### Wiring by layer

Only two layers are drawn.
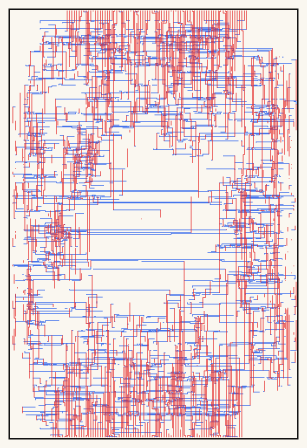
### Metal 4

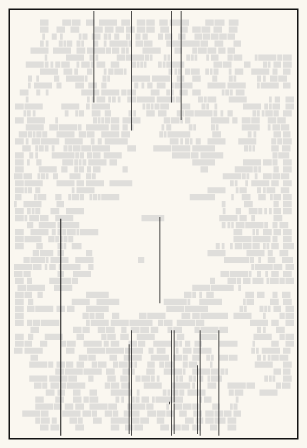
### src/rtl/mem2_pkg.sv
// Shared types and constants for the second-slot memory stage.
package mem2_pkg;

  typedef enum logic [1:0] {
    IDLE = 2'd0,
    WAIT = 2'd1,
    DONE = 2'd2
  } state_t;

  // MemtoReg write-back source select
  localparam logic [1:0] MEMTOREG_ALU = 2'b00;
  localparam logic [1:0] MEMTOREG_MEM = 2'b01;
  localparam logic [1:0] MEMTOREG_PC2 = 2'b10;

  localparam int TIMEOUT_DEFAULT = 16;

  typedef struct packed {
    logic [7:0]  pc_plus2;
    logic [31:0] alu_result;
    logic [31:0] write_data;
    logic [4:0]  dest_reg;
    logic [1:0]  mem_to_reg;
    logic        reg_write;
    logic        is_store;
  } hold_t;

endpackage

### src/rtl/mem2_timeout_ctr.sv
// WAIT-cycle counter: the first counted cycle reads 1, expired flags the TIMEOUT-th.
module mem2_timeout_ctr #(
  parameter int TIMEOUT = 16
) (
  input  logic clk,
  input  logic reset,
  input  logic clear,
  input  logic enable,
  output logic expired
);

  logic [7:0] count_reg;

  always_ff @(posedge clk) begin
    if (reset || clear) begin
      count_reg <= 8'd0;
    end else if (enable) begin
      count_reg <= count_reg + 8'd1;
    end
  end

  assign expired = (count_reg == 8'(TIMEOUT));

endmodule

### src/rtl/mem_stage_inst2.sv
// MEM stage for issue slot 2: ALU ops pass through, loads/stores run a req/ack handshake.
// Optional alignment trap enabled by defining MEM2_MISALIGN_CHECK_EN.
module mem_stage_inst2
  import mem2_pkg::*;
#(
  parameter int TIMEOUT = TIMEOUT_DEFAULT
) (
  input  logic        clk,
  input  logic        reset,
  input  logic        valid_inst2_Ex,
  input  logic [7:0]  pcPlus2_Ex,
  input  logic [31:0] AluResultEx_inst2,
  input  logic [31:0] WriteDataEx_inst2,
  input  logic [4:0]  dest_reg_inst2_Ex,
  input  logic [1:0]  MemtoRegEx_inst2,
  input  logic        RegWriteEn_inst2_Ex,
  input  logic        MemReadEn_inst2_Ex,
  input  logic        MemWriteEn_inst2_Ex,
  output logic        dmem_req,
  output logic        dmem_we,
  output logic [31:0] dmem_addr,
  output logic [31:0] dmem_wdata,
  input  logic        dmem_ack,
  input  logic [31:0] dmem_rdata,
  output logic [7:0]  pcPlus2_Mem,
  output logic [31:0] MemReadDataMem_inst2,
  output logic [31:0] AluResultMem_inst2,
  output logic [4:0]  dest_reg_inst2_Mem,
  output logic [1:0]  MemtoRegMem_inst2,
  output logic        RegWriteEn_inst2_Mem,
  output logic        stall_inst2,
  output logic        bus_err_inst2,
  output logic        misalign_inst2
);

  state_t      state_reg;
  hold_t       hold_reg;
  logic [31:0] rdata_reg;
  logic        err_reg;
  logic        misalign_hit;
  logic        mem_op;
  logic        start;
  logic        to_wait;
  logic        expired;
  logic        drop_write;

  assign mem_op  = MemReadEn_inst2_Ex || MemWriteEn_inst2_Ex;
  assign start   = (state_reg == IDLE) && valid_inst2_Ex && mem_op;
  // Counter runs exactly while the next state is WAIT, so the first WAIT cycle reads 1.
  assign to_wait = (start && !misalign_hit) ||
                   ((state_reg == WAIT) && !dmem_ack && !expired);

  mem2_timeout_ctr #(.TIMEOUT(TIMEOUT)) u_ctr (
    .clk     (clk),
    .reset   (reset),
    .clear   (!to_wait),
    .enable  (to_wait),
    .expired (expired)
  );

`ifdef MEM2_MISALIGN_CHECK_EN
  logic misalign_reg;

  assign misalign_hit   = (AluResultEx_inst2[1:0] != 2'b00);
  assign misalign_inst2 = (state_reg == DONE) && misalign_reg;
  assign drop_write     = err_reg || misalign_reg;

  always_ff @(posedge clk) begin
    if (reset) begin
      misalign_reg <= 1'b0;
    end else if (state_reg == DONE) begin
      misalign_reg <= 1'b0;
    end else if (start) begin
      misalign_reg <= misalign_hit;
    end
  end
`else
  assign misalign_hit   = 1'b0;
  assign misalign_inst2 = 1'b0;
  assign drop_write     = err_reg;
`endif

  always_ff @(posedge clk) begin
    if (reset) begin
      state_reg <= IDLE;
      hold_reg  <= '0;
      rdata_reg <= 32'h0;
      err_reg   <= 1'b0;
    end else begin
      case (state_reg)
        IDLE: begin
          if (start) begin
            hold_reg.pc_plus2   <= pcPlus2_Ex;
            hold_reg.alu_result <= AluResultEx_inst2;
            hold_reg.write_data <= WriteDataEx_inst2;
            hold_reg.dest_reg   <= dest_reg_inst2_Ex;
            hold_reg.mem_to_reg <= MemtoRegEx_inst2;
            hold_reg.reg_write  <= RegWriteEn_inst2_Ex;
            hold_reg.is_store   <= MemWriteEn_inst2_Ex;
            rdata_reg           <= 32'h0;
            err_reg             <= 1'b0;
            state_reg           <= misalign_hit ? DONE : WAIT;
          end
        end
        WAIT: begin
          if (dmem_ack) begin
            // Stores leave the read-data register at zero.
            rdata_reg <= hold_reg.is_store ? 32'h0 : dmem_rdata;
            state_reg <= DONE;
          end else if (expired) begin
            err_reg   <= 1'b1;
            state_reg <= DONE;
          end
        end
        DONE: begin
          err_reg   <= 1'b0;
          state_reg <= IDLE;
        end
        default: state_reg <= IDLE;
      endcase
    end
  end

  always_comb begin
    dmem_req             = 1'b0;
    dmem_we              = 1'b0;
    dmem_addr            = 32'h0;
    dmem_wdata           = 32'h0;
    pcPlus2_Mem          = 8'h0;
    MemReadDataMem_inst2 = 32'h0;
    AluResultMem_inst2   = 32'h0;
    dest_reg_inst2_Mem   = 5'd0;
    MemtoRegMem_inst2    = 2'b00;
    RegWriteEn_inst2_Mem = 1'b0;
    stall_inst2          = 1'b0;
    bus_err_inst2        = 1'b0;
    case (state_reg)
      IDLE: begin
        if (valid_inst2_Ex) begin
          if (mem_op) begin
            stall_inst2 = 1'b1;
          end else begin
            pcPlus2_Mem          = pcPlus2_Ex;
            AluResultMem_inst2   = AluResultEx_inst2;
            dest_reg_inst2_Mem   = dest_reg_inst2_Ex;
            MemtoRegMem_inst2    = MemtoRegEx_inst2;
            RegWriteEn_inst2_Mem = RegWriteEn_inst2_Ex;
          end
        end
      end
      WAIT: begin
        stall_inst2 = 1'b1;
        dmem_req    = 1'b1;
        dmem_we     = hold_reg.is_store;
        dmem_addr   = hold_reg.alu_result;
        dmem_wdata  = hold_reg.write_data;
      end
      DONE: begin
        pcPlus2_Mem          = hold_reg.pc_plus2;
        MemReadDataMem_inst2 = rdata_reg;
        AluResultMem_inst2   = hold_reg.alu_result;
        dest_reg_inst2_Mem   = hold_reg.dest_reg;
        MemtoRegMem_inst2    = hold_reg.mem_to_reg;
        RegWriteEn_inst2_Mem = hold_reg.reg_write && !drop_write;
        bus_err_inst2        = err_reg;
      end
      default: ;
    endcase
  end

endmodule

### config.mk
export PLATFORM = sky130hd
export DESIGN_NAME = mem_stage_inst2
export DESIGN_NICKNAME = d
export VERILOG_FILES = /design/src/rtl/mem2_pkg.sv /design/src/rtl/mem2_timeout_ctr.sv /design/src/rtl/mem_stage_inst2.sv
export SDC_FILE = /design/constraint.sdc
export NUM_CORES = 1
export LEC_CHECK = 0
export CORE_ASPECT_RATIO = 1.5
export CORE_UTILIZATION = 30
export DETAILED_ROUTE_END_ITERATION = 10
export PLACE_DENSITY = 0.71
export SKIP_LAST_GASP = 1
export SLEW_MARGIN = 30
export SYNTH_ARGS = -nofsm -noshare
export SYNTH_HDL_FRONTEND = slang
export SYNTH_SLANG_ARGS = --single-unit
export TNS_END_PERCENT = 5
### constraint.sdc
create_clock -name clk -period 2.7 [get_ports clk]
set_clock_uncertainty 0.15 [all_clocks]
set_input_delay 0.405 -clock clk [delete_from_list [all_inputs] [get_ports clk]]
set_output_delay 0.405 -clock clk [all_outputs]
set_load 0.02 [all_outputs]
==> impl_report.txt <==
FLOW METRICS REPORT
----------------------------------------------------
[Finish]
  # diodes ........................ 0
  Relative area change from synthesis to final layout ........................ 64.36%
  Layout cells sized above 1 ........................ 7.355%
  Number of standard cells in the final layout excluding fillers ........................ 1124

[Die]
  Ports placed on the boundary ........................ 267
  Starting density of the core ........................ 30.91%
  Area of the die ........................ about 19000 um^2
  Die height ........................ 166.8 um

[Min path]
  Number of instances on the worst hold path ........................ 2
  Beginning of the worst hold path ........................ hold_reg[11]
  Type of the tightest min-delay check ........................ register to register

[Synthesis]
  Number of warning messages in the yosys log ........................ 0
  Count of cell types in the netlist ........................ 36
  Cell count after synthesis ........................ 650
  Mapped Nets ........................ 770
  Flip-flop and latch count after synthesis ........................ 124
  Cell taking the most area after synthesis ........................ dfxtp_1

[GRT]
  Total congestion overflow ........................ 0
  Antenna violations before repair ........................ 0
  Pin count of the biggest net entering global routing ........................ 82
  Wire length of the first global-routing pass ........................ ~29000 um

[Clock network]
  Cell chosen for the clock root ........................ clkbuf_16
  TritonCTS sink count ........................ roughly 120
  Clock-pin slew on the worst setup and hold paths ........................ approximately 0.060 ns
  Latency at later pin ........................ 0.40 ns
  Clock tree buffer depth ........................ 2
  Number of hold buffers added after CTS ........................ 0

[Placed design]
  Post-Place Cells ........................ 1088
  Worst setup slack after placement ........................ -0.2702 ns
  Count of buffers from port buffering ........................ about 270
  HPWL after detailed placement ........................ 11980 um
  Gp weighted congestion ........................ 0.8330

[Worst setup path]
  Crit path DAT ........................ 2.40 ns
  Logic depth of the worst register-to-register path ........................ 7
  Launch point of the worst reg-to-reg path ........................ state_reg[0]
  Startpoint Class ........................ primary input
  Worst EP required ........................ between 2 and 2.5 ns

[Timing]
  Tightest hold margin ........................ 0.2979 ns
  Final period utilization ........................ 109.4%
  Unrepaired setup endpoints after global routing ........................ yes
  Final worst-path setup slack ........................ -0.2547 ns
  Max-Slew Margin vs Limit ........................ about 52%
  Final-report hold violation count ........................ 0
  Slew at the pin closest to its max-slew limit ........................ 0.7252 ns
  Max Fclk ........................ roughly 340 MHz
  Max-slew violation count ........................ 0
  Final worst path period need ........................ 2.955 ns
  Final setup violation count ........................ 97

[Pwr]
  Int Power ........................ 3548 uW
  Fraction of power spent switching nets ........................ 26.64%
  Cell Pwr Density ........................ 541.7 nW/um^2
  Clock power share ........................ roughly 45%

[Detailed routing]
  Detailed Routing Iterations Pass 1 ........................ 11
  Via count of the routed design ........................ 5417
  Post-detailed-route DRC marker count ........................ 21
  Initial detailed-routing violation count ........................ 399
  Routed vias/inst ........................ 4.819

[Status]
  Outcome ........................ finished, violations left
  Violated checks ........................ design-rule violations, negative setup slack

[Job]
  Max-cap viol count ........................ 0

----------------------------------------------------
## Picture notes: 'Wiring by layer'
Red shows met2, wire length 9380 um. Blue shows met1, wire length 7540 um.
routed wire length: 18250 um
post-DR wirelength/cell: 16.23 um
overall fraction of global-route tracks in use: 19.49%

## Picture notes: 'Metal 4'
The layer holds 3.0% of the routed length. The wires run mostly vertical. The layer carries 541 um of wire. 13 nets have wire on it.

==> power by group through the flow <==
stage	clock network [uW]	logic (uW)	registers [uW]
2_1_floorplan	0	341	1990
3_3_place_gp	0	688	2010
3_5_place_dp	0	695	2010
4_1_cts	2230	705	1970
5_1_grt	2310	757	1980
6_report	2170	697	1970
==> cells in the mapped netlist, drive strengths merged <==
master and number:
nor3 10, dfxtp 124, nand3 5, mux2i 1
nor3b 3, buf 21, o21a 1, a32o 1
a22o 79, ha 2, inv 5, nand2 163
nor4 1, a31oi 1, and3 2, xor2 5
a211oi 1, a21oi 81, nor2 4, clkbuf 35
o21ai 2, and2 97, o31a 1, a22oi 1
conb 1, nand4bb 1, nor4b 1, xnor2 1
==> layout make-up <==
cell class                      count  area (um^2)
Timing Repair Buffer              285         2902
Fill cell                        1654         8642
Inverter                            5        18.77
Sequential cell                   124         2482
Multi-Input combinational cell    465         2695
Clock buffer                       17        425.4
Clock inverter                     15        137.6
Tap cell                          213        266.5
==> kinds of logic after synthesis <==
logic type	share of synthesized area [%]
and+or+nand+nor	25.69
AOI/OAI and AO/OA	21.56
DFF	45.70
buffers and inverters	5.367
xor gates and xnor gates	0.9675
adders and majority gates	0.4606
other	0.06904
muxes	0.1843
==> cells in the final DEF, fill, tap and decap left out, types with 4 or more instances in the layout <==
cell type        netlist  routed
clkdlybuf4s50_1        0     232
nand2_1              162     162
dfxtp_1              124     124
and2_1                97      97
a21oi_1               81      81
a22o_1                79      79
dlygate4sd2_1          0      22
clkbuf_16              0      17
buf_4                  5      13
nor3_1                10      10
dlymetal6s2s_1         0       6
buf_12                 0       6
nand3_1                5       5
xor2_1                 5       5
inv_6                  0       4
clkinv_4               0       4
==> how the worst max path moves through the flow <==
stage / endpoint / slack [ns] / depth (start not counted)
3_3_place_gp: dest_reg_inst2_Mem[1] / -0.24 / 6
3_5_place_dp: dest_reg_inst2_Mem[1] / -0.27 / 6
5_1_grt: AluResultMem_inst2[29] / -0.32 / 7
4_1_cts: AluResultMem_inst2[17] / -0.24 / 7
2_1_floorplan: AluResultMem_inst2[14] / 0.68 / 6
6_report: AluResultMem_inst2[29] / -0.25 / 7
==> routing by layer <==
| metal | share of wire, % | up-vias | track usage, % |
|---|---|---|---|
| li1 | - | 2690 | - |
| met1 | 41 | 2506 | 22.76 |
| met2 | 51 | 191 | 34.54 |
| met3 | 4.3 | 30 | 3.202 |
| met4 | 3.0 | 0 | 8.872 |
| met5 | 0 | - | 0 |
==> critical path, cell delays in order <==
cell and delay (ns):
clkdlybuf4s50_1 0.48, nor3b_4 0.21, nor3b_4 0.22, buf_6 0.15, buf_16 0.17, a22o_1 0.16
clkdlybuf4s50_1 0.60
==> metrics by stage <==
stage / TNS, ns / instance area [um^2] / power [uW]
after detailed placement: -12.10 / 8308 / 2708
after floorplan: 0 / 5431 / 2335
after global placement: -10.49 / 8308 / 2698
after CTS: -16.28 / 8912 / 4905
after global routing: -25.44 / 8927 / 5045
final: -13.79 / 8927 / 4836
==> timing repair <==
action / in CTS / in global routing
gates resized: 40 / 6
endpoints found under the setup margin: 107 / 131
endpoints found under the hold margin: 0 / 0
gates cloned: 2 / 0
pin swaps: 0 / 0
buffers inserted: 2 / 0
Power and IR drop assume default switching activity.
